### M2 wires

Scale: 1 px per µm.
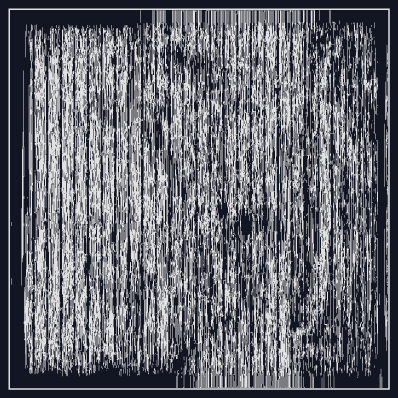
### Placed standard cells

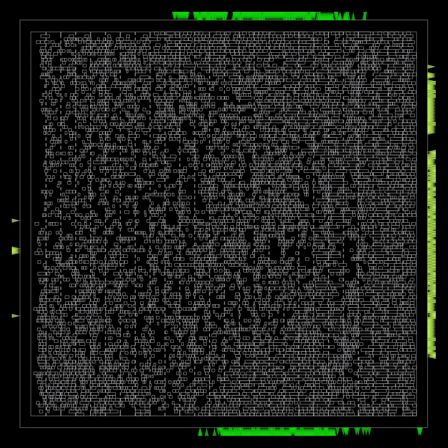
### Wires at chosen ports, followed through buffers

Scale: 1 px per µm.
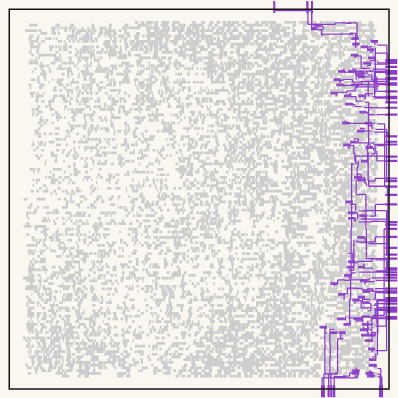
### Ports around the boundary

Scale: 1 px per µm. Pins as bars across the die edge, other pins in gray.
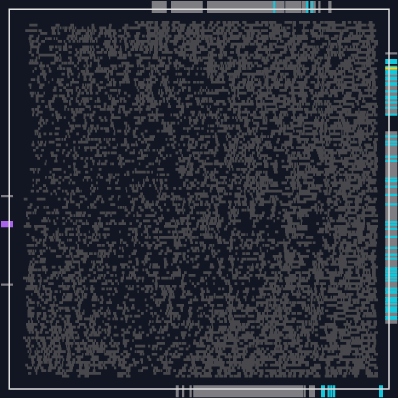
### Routed metal, one color a layer

Scale: 1 px per µm. Two of the layers only.
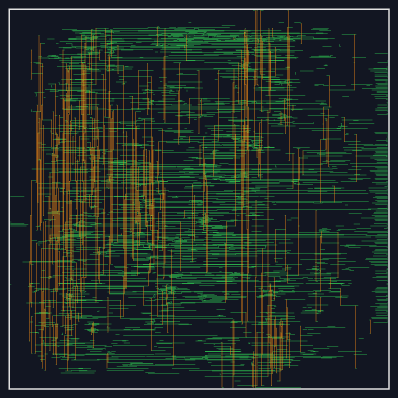
[src/rtl/ix_stage_pkg.sv]
// Shared encodings and the writeback entry layout for the RISu64 integer execute stage.
package ix_stage_pkg;

  localparam int XLEN = 64;

  localparam logic [3:0] ALU_ADD  = 4'd0;
  localparam logic [3:0] ALU_SLL  = 4'd1;
  localparam logic [3:0] ALU_SLT  = 4'd2;
  localparam logic [3:0] ALU_SLTU = 4'd3;
  localparam logic [3:0] ALU_XOR  = 4'd4;
  localparam logic [3:0] ALU_SR   = 4'd5;
  localparam logic [3:0] ALU_OR   = 4'd6;
  localparam logic [3:0] ALU_AND  = 4'd7;
  localparam logic [3:0] ALU_EQ   = 4'd8;

  localparam logic ALUOPT_SUB = 1'b1;
  localparam logic ALUOPT_SRA = 1'b1;

  typedef enum logic [1:0] {
    BR_NONE = 2'd0,
    BR_COND = 2'd1,
    BR_JAL  = 2'd2,
    BR_JALR = 2'd3
  } br_type_e;

  typedef struct packed {
    logic [XLEN-1:0] value;
    logic [4:0]      dst;
    logic            wb_en;
    logic [XLEN-1:0] pc;
    logic            br_taken;
    logic [XLEN-1:0] br_target;
    logic            misalign;
  } wb_entry_t;

endpackage

[src/rtl/ix_stage_alu.sv]
// Combinational 64-bit integer ALU; W-variant narrowing is handled by the caller.
module ix_stage_alu
  import ix_stage_pkg::*;
(
  input  logic [3:0]      i_op,
  input  logic            i_option,
  input  logic [XLEN-1:0] i_a,
  input  logic [XLEN-1:0] i_b,
  output logic [XLEN-1:0] o_y
);

  logic signed [XLEN-1:0] w_a_s;
  logic signed [XLEN-1:0] w_b_s;
  logic [5:0]             w_shamt;

  assign w_a_s   = i_a;
  assign w_b_s   = i_b;
  assign w_shamt = i_b[5:0];

  always_comb begin
    o_y = '0;
    case (i_op)
      ALU_ADD:  o_y = (i_option == ALUOPT_SUB) ? (i_a - i_b) : (i_a + i_b);
      ALU_SLL:  o_y = i_a << w_shamt;
      ALU_SLT:  o_y = {{(XLEN-1){1'b0}}, (w_a_s < w_b_s)};
      ALU_SLTU: o_y = {{(XLEN-1){1'b0}}, (i_a < i_b)};
      ALU_XOR:  o_y = i_a ^ i_b;
      ALU_SR: begin
        if (i_option == ALUOPT_SRA) o_y = w_a_s >>> w_shamt;
        else                        o_y = i_a >> w_shamt;
      end
      ALU_OR:   o_y = i_a | i_b;
      ALU_AND:  o_y = i_a & i_b;
      ALU_EQ:   o_y = {{(XLEN-1){1'b0}}, (i_a == i_b)};
      default:  o_y = '0;
    endcase
  end

endmodule

[src/rtl/ix_stage.sv]
// Integer execute stage: operand prep, ALU, branch resolution and a 2-entry
// elastic output buffer (out + skid) toward writeback.
module ix_stage
  import ix_stage_pkg::*;
(
  input  logic            clk,
  input  logic            rst,
  input  logic            flush,
  input  logic            ix_valid,
  output logic            ix_ready,
  input  logic [XLEN-1:0] ix_pc,
  input  logic [3:0]      ix_op,
  input  logic            ix_option,
  input  logic            ix_truncate,
  input  logic            ix_op1_pc,
  input  logic            ix_op2_imm,
  input  logic [XLEN-1:0] ix_rs1,
  input  logic [XLEN-1:0] ix_rs2,
  input  logic [XLEN-1:0] ix_imm,
  input  logic [1:0]      ix_br_type,
  input  logic            ix_br_neg,
  input  logic [4:0]      ix_dst,
  input  logic            ix_wb_en,
  output logic            wb_valid,
  input  logic            wb_ready,
  output logic [XLEN-1:0] wb_value,
  output logic [4:0]      wb_dst,
  output logic            wb_wb_en,
  output logic [XLEN-1:0] wb_pc,
  output logic            wb_br_taken,
  output logic [XLEN-1:0] wb_br_target,
  output logic            wb_misalign
);

  function automatic logic [XLEN-1:0] sext32(input logic [31:0] x);
    return {{32{x[31]}}, x};
  endfunction

  br_type_e        w_br_p0;
  logic [XLEN-1:0] w_op1_p0;
  logic [XLEN-1:0] w_op2_p0;
  logic [XLEN-1:0] w_alu_a_p0;
  logic [XLEN-1:0] w_alu_b_p0;
  logic [XLEN-1:0] w_alu_y_p0;
  logic [XLEN-1:0] w_result_p0;
  logic [XLEN-1:0] w_tgt_base_p0;
  logic [XLEN-1:0] w_tgt_sum_p0;
  logic [XLEN-1:0] w_target_p0;
  logic [XLEN-1:0] w_link_p0;
  logic            w_taken_p0;
  wb_entry_t       w_ent_p0;

  wb_entry_t       r_out_p1;
  wb_entry_t       r_skid_p1;
  logic            r_out_vld_p1;
  logic            r_skid_vld_p1;
  logic            w_accept;
  logic            w_drain;
  logic            w_out_free;

  // ---- stage p0: operand prep, ALU, branch resolution ----
  assign w_br_p0 = br_type_e'(ix_br_type);

  // W shifts use a 5-bit shamt; SRW/SRAW see a zero/sign-extended low word.
  always_comb begin
    w_op1_p0   = ix_op1_pc  ? ix_pc  : ix_rs1;
    w_op2_p0   = ix_op2_imm ? ix_imm : ix_rs2;
    w_alu_a_p0 = w_op1_p0;
    w_alu_b_p0 = w_op2_p0;
    if (ix_truncate && (ix_op == ALU_SLL || ix_op == ALU_SR))
      w_alu_b_p0[5] = 1'b0;
    if (ix_truncate && ix_op == ALU_SR)
      w_alu_a_p0 = {{32{w_op1_p0[31] & (ix_option == ALUOPT_SRA)}}, w_op1_p0[31:0]};
  end

  ix_stage_alu alu (
    .i_op     (ix_op),
    .i_option (ix_option),
    .i_a      (w_alu_a_p0),
    .i_b      (w_alu_b_p0),
    .o_y      (w_alu_y_p0)
  );

  assign w_result_p0   = ix_truncate ? sext32(w_alu_y_p0[31:0]) : w_alu_y_p0;
  assign w_tgt_base_p0 = (w_br_p0 == BR_JALR) ? ix_rs1 : ix_pc;
  assign w_tgt_sum_p0  = w_tgt_base_p0 + ix_imm;
  assign w_target_p0   = (w_br_p0 == BR_JALR) ? {w_tgt_sum_p0[XLEN-1:1], 1'b0} : w_tgt_sum_p0;
  assign w_link_p0     = ix_pc + 64'd4;

  always_comb begin
    case (w_br_p0)
      BR_COND:         w_taken_p0 = w_result_p0[0] ^ ix_br_neg;
      BR_JAL, BR_JALR: w_taken_p0 = 1'b1;
      default:         w_taken_p0 = 1'b0;
    endcase
  end

  always_comb begin
    w_ent_p0           = '0;
    w_ent_p0.value     = (w_br_p0 == BR_JAL || w_br_p0 == BR_JALR) ? w_link_p0 : w_result_p0;
    w_ent_p0.dst       = ix_dst;
    w_ent_p0.wb_en     = (w_br_p0 == BR_COND) ? 1'b0 : ix_wb_en;
    w_ent_p0.pc        = ix_pc;
    w_ent_p0.br_taken  = w_taken_p0;
    w_ent_p0.br_target = w_target_p0;
    w_ent_p0.misalign  = w_taken_p0 & w_target_p0[1];
  end

  // ---- stage p1: out/skid buffer toward writeback ----
  assign ix_ready   = !rst && !r_skid_vld_p1;
  assign w_accept   = ix_valid && ix_ready && !flush;
  assign w_drain    = r_out_vld_p1 && wb_ready;
  assign w_out_free = !r_out_vld_p1 || w_drain;

  // ix_ready excludes accept while skid is full, so skid and a new entry never compete for out.
  always_ff @(posedge clk) begin
    if (rst) begin
      r_out_vld_p1  <= 1'b0;
      r_skid_vld_p1 <= 1'b0;
    end else if (flush) begin
      r_out_vld_p1  <= 1'b0;
      r_skid_vld_p1 <= 1'b0;
    end else if (w_out_free) begin
      r_out_vld_p1  <= r_skid_vld_p1 || w_accept;
      r_skid_vld_p1 <= 1'b0;
    end else if (w_accept) begin
      r_skid_vld_p1 <= 1'b1;
    end
  end

  always_ff @(posedge clk) begin
    if (rst) begin
      r_out_p1 <= '0;
    end else if (!flush && w_out_free) begin
      if (r_skid_vld_p1) r_out_p1 <= r_skid_p1;
      else if (w_accept) r_out_p1 <= w_ent_p0;
    end
  end

  always_ff @(posedge clk) begin
    if (w_accept && !w_out_free) r_skid_p1 <= w_ent_p0;
  end

  assign wb_valid     = r_out_vld_p1;
  assign wb_value     = r_out_p1.value;
  assign wb_dst       = r_out_p1.dst;
  assign wb_wb_en     = r_out_p1.wb_en;
  assign wb_pc        = r_out_p1.pc;
  assign wb_br_taken  = r_out_p1.br_taken;
  assign wb_br_target = r_out_p1.br_target;
  assign wb_misalign  = r_out_p1.misalign;

endmodule

[config.mk]
export PLATFORM = sky130hd
export DESIGN_NAME = ix_stage
export DESIGN_NICKNAME = d
export VERILOG_FILES = /design/src/rtl/ix_stage_pkg.sv /design/src/rtl/ix_stage_alu.sv /design/src/rtl/ix_stage.sv
export SDC_FILE = /design/constraint.sdc
export NUM_CORES = 2
export LEC_CHECK = 0
export CAP_MARGIN = 20
export CORE_MARGIN = 10
export CORE_UTILIZATION = 35
export CTS_CLUSTER_SIZE = 10
export DETAILED_ROUTE_END_ITERATION = 8
export PLACE_DENSITY_LB_ADDON = 0.05
export SYNTH_ARGS = -nofsm -noshare
export SYNTH_HDL_FRONTEND = slang
export SYNTH_SLANG_ARGS = --single-unit
[constraint.sdc]
create_clock -name clk -period 5.8 [get_ports clk]
set_input_delay 0.58 -clock clk [delete_from_list [all_inputs] [get_ports clk]]
set_output_delay 0.58 -clock clk [all_outputs]
set_load 0.005 [all_outputs]
==> flow_summary.yaml <==
# implementation run metrics
synthesis:
  synth-xor-area-share_pct: 3.49
  synth_adder_area_share_pct: 7.29
  top_cells_by_count: "a21oi_1 (585), nand2_1 (580), nor2_1 (548), o21ai_0 (370), mux2i_1 (329)"
  yosysWarnings: 0
  async_reset_ff_share_pct: 0
  top_area_cell: "edfxtp_1"
  syn_area_um2: 44900
  synthCells: 5823
  yosys-top-cells-area: "edfxtp_1 (13%), dfxtp_1 (9.0%), mux2i_1 (7.3%)"
  compound_area_share_pct: 30.3
  simple_gate_share_pct: 17.2
  top_cell: "a21oi_1"
  ys_cells: 5823
  ys_seq_share_pct: 22.4
  ys_ff: 402
  edf_count: 200
  logic_family: "AND-OR/OR-AND gates"
  synth.distinct_cells: 115
  yosysTopAreaCellShare_pct: 13.4
  syn_avg_cell_area_um2: 7.71
  ys.flop_type: "dfxtp_1"
  synthesis.nets: 6361
  yosys_area_um2: 44900
  ys_sh_mux_pct: 12.9
pwr:
  largestPowerGroup: "combinational logic"
  powerComb_mw: 7.32
  ir_worst_vdd_v: 0.000172
  leakagePower_nw: 24.2
  p_clk_mw: 2.89
  pg_seq_mw: 3.16
  power_mw: 13.4
  power_density_nw_per_um2: 224
  swShare_pct: 43.8
  switchingPower_mw: 5.86
  power.share.clock_pct: 21.6
  combPwrFrac_pct: 54.7
  intPower_mw: 7.51
  p_seq_share_pct: 23.7
worst_setup_path:
  crit_end: "wb_br_taken$_SDFFE_PP0P_"
  path_depth: 23
  crit_required_ns: 6.35
  critical_path.startpoint: "ix_rs1[0]"
  reg2reg_to: "r_skid_p1[123]$_DFFE_PP_"
  reg2reg_depth: 3
  critPathMaxFanout: 5
  max_stage_delay_ns: 0.52
  crit_path_start_kind: "input pin"
  critPathKind: "in -> reg"
  crit_buf_inv: 8
  cp-end-kind: "register"
  path_common_cell: "buf_4"
  worst_ep_arrival_time_ns: 6.13
  r2r_start: "r_skid_vld_p1$_SDFFE_PP0P_"
  crit_family: "AND-OR/OR-AND gates"
  path_cells: "clkdlybuf4s50_1 -> mux2i_2 -> buf_4 -> buf_4 -> ha_1 -> inv_1 -> fa_1 -> nor2b_1 -> o211ai_1 -> nand3b_1 -> a221oi_1 -> buf_4 -> o211ai_1 -> buf_4 -> buf_4 -> a2111o_1 -> a21o_1 -> a211oi_4 -> buf_4 -> xnor2_1 -> a21oi_2 -> a2111oi_2 -> a31o_1"
  cp_slowest_cell: "clkdlybuf4s50_1"
  worst-r2r-setup-slack_ns: 2.96
cells_and_area:
  nNetsFinal: 7498
  area_delta_synth_final_pct: 33.0
  buffers_excl_clock: 1541
  diodes: 14
  finalNonFillerCells: 8675
  seqCellArea_um2: 10100
  drive_gt1_share_pct: 20.4
  largest-register: "r_skid_p1"
  nonClkBufAreaFrac_pct: 22.0
  comb_cells: 4732
  final_cell_area_um2: 59700
  area.combinational_um2: 32100
  largest_reg_flops: 200
  lay_top_cells: "buf_4 (1033), a21oi_1 (585), nand2_1 (578), nor2_1 (545), clkdlybuf4s50_1 (474)"
  comb-cell-share_pct: 53.7
  dominant-cell-class: "logic gates"
  inv_count: 235
  clk_share_pct: 2.44
  nClkBuffers: 82
  layout_top_cell: "buf_4"
  fill_cells: 12900
drt:
  highest_layer: "met5"
  wl_met2_um: 128000
  drc: 0
  ant_nets: 0
  drt_iter0_drc: 8116
  vias_per_cell: 6.45
  drtPass1Iterations: 8
  m1WireLength_um: 124000
  met3_length_um: 34900
grt:
  grt_pass1_vias: 52600
  track_usage_pct: 40.4
  antenna_found_initial: 21
  use_met3_pct: 10.7
  met2_usage_pct: 60.3
  grt_pass1_wl_um: 416000
  busiest_layer: "met2"
  overflow: 0
  grt_max_degree: 113
  met1_usage_pct: 53.2
timing:
  tightest_slew_ns: 1.19
  max_freq_ghz: 0.179
  rsz0062_at_grt: "false"
  drv_slew: 0
  setup_slack_ns: 0.222
  finalHoldViolations: 0
  fin_skew_ns: 0.0165
  period_used_pct: 96.2
  fin_setup_tns_ns: 0
  whs_ns: 0.299
  setup_viol: 0
  period_needed_ns: 5.58
  relSlewSlack_pct: 19.9
hold_path:
  hold_path_class: "in -> reg"
  holdCritStartpoint: "rst"
  min_to: "wb_pc[41]$_SDFFE_PP0P_"
  holdPathStages: 2
placement:
  place_inst: 8571
  placed_cell_area_um2: 58200
  gp_congestion: 1.07
  dp_hpwl_um: 249000
  dp_slack_ns: -0.596
status:
  status: "completed"
clocking:
  post_cts_buffers: 0
  cts-buffers-inserted: 48
  clk_path_buf_depth: 3
  clock_sinks: 402
  ctsResizeCount: 0
  holdBufCountCts: 0
  clk_pin_slew_ns: 0.06
  htree_levels: 2
  cts-root-buf: "clkbuf_16"
  clk_latency_ns: 0.61
  cts_tree: "done"
floorplan:
  fp_util_pct: 35.2
  ios: 480
  core_um2: 128000
  dieArea_um2: 143000
job:
  cap_violations: 0
  tool_warnings: 161
Notes on 'M2 wires' above:
nets with wire on the layer: 6241
longest straight run: 122 µm

Notes on 'Placed standard cells' above:
sequential cell area share: 16.8%
registers: 402
Tap Cells: 1662
final core utilization: 46.9%
site row count: 131

Notes on 'Wires at chosen ports, followed through buffers' above:
[`wb_br_target`] purple | bits: 64 | direction: output | edge: 53 east, 8 south, 3 north | end cells: 64 | wire: 3550 µm

Notes on 'Ports around the boundary' above:
[`flush`] yellow | pins: 1 | direction: input | edge: east
[`wb_br_target`] cyan | pins: 64 | direction: output | edge: 53 east, 8 south, 3 north
[`ix_op`] purple | pins: 4 | direction: input | edge: west
all pins by edge: 181 east, 159 north, 134 south, 6 west
die width: 378 µm
vertical die size: 378 µm
port bufs: 479

Notes on 'Routed metal, one color a layer' above:
[metal 3] green | wire length: 34.9 mm
[metal 4] orange | wire length: 18600 µm
Routed Wire Length: 305000 µm
WL/cell: 35.2 µm
vias post-DR: 56.0k

No activity file was given, so power comes from the tool's default toggle rates.
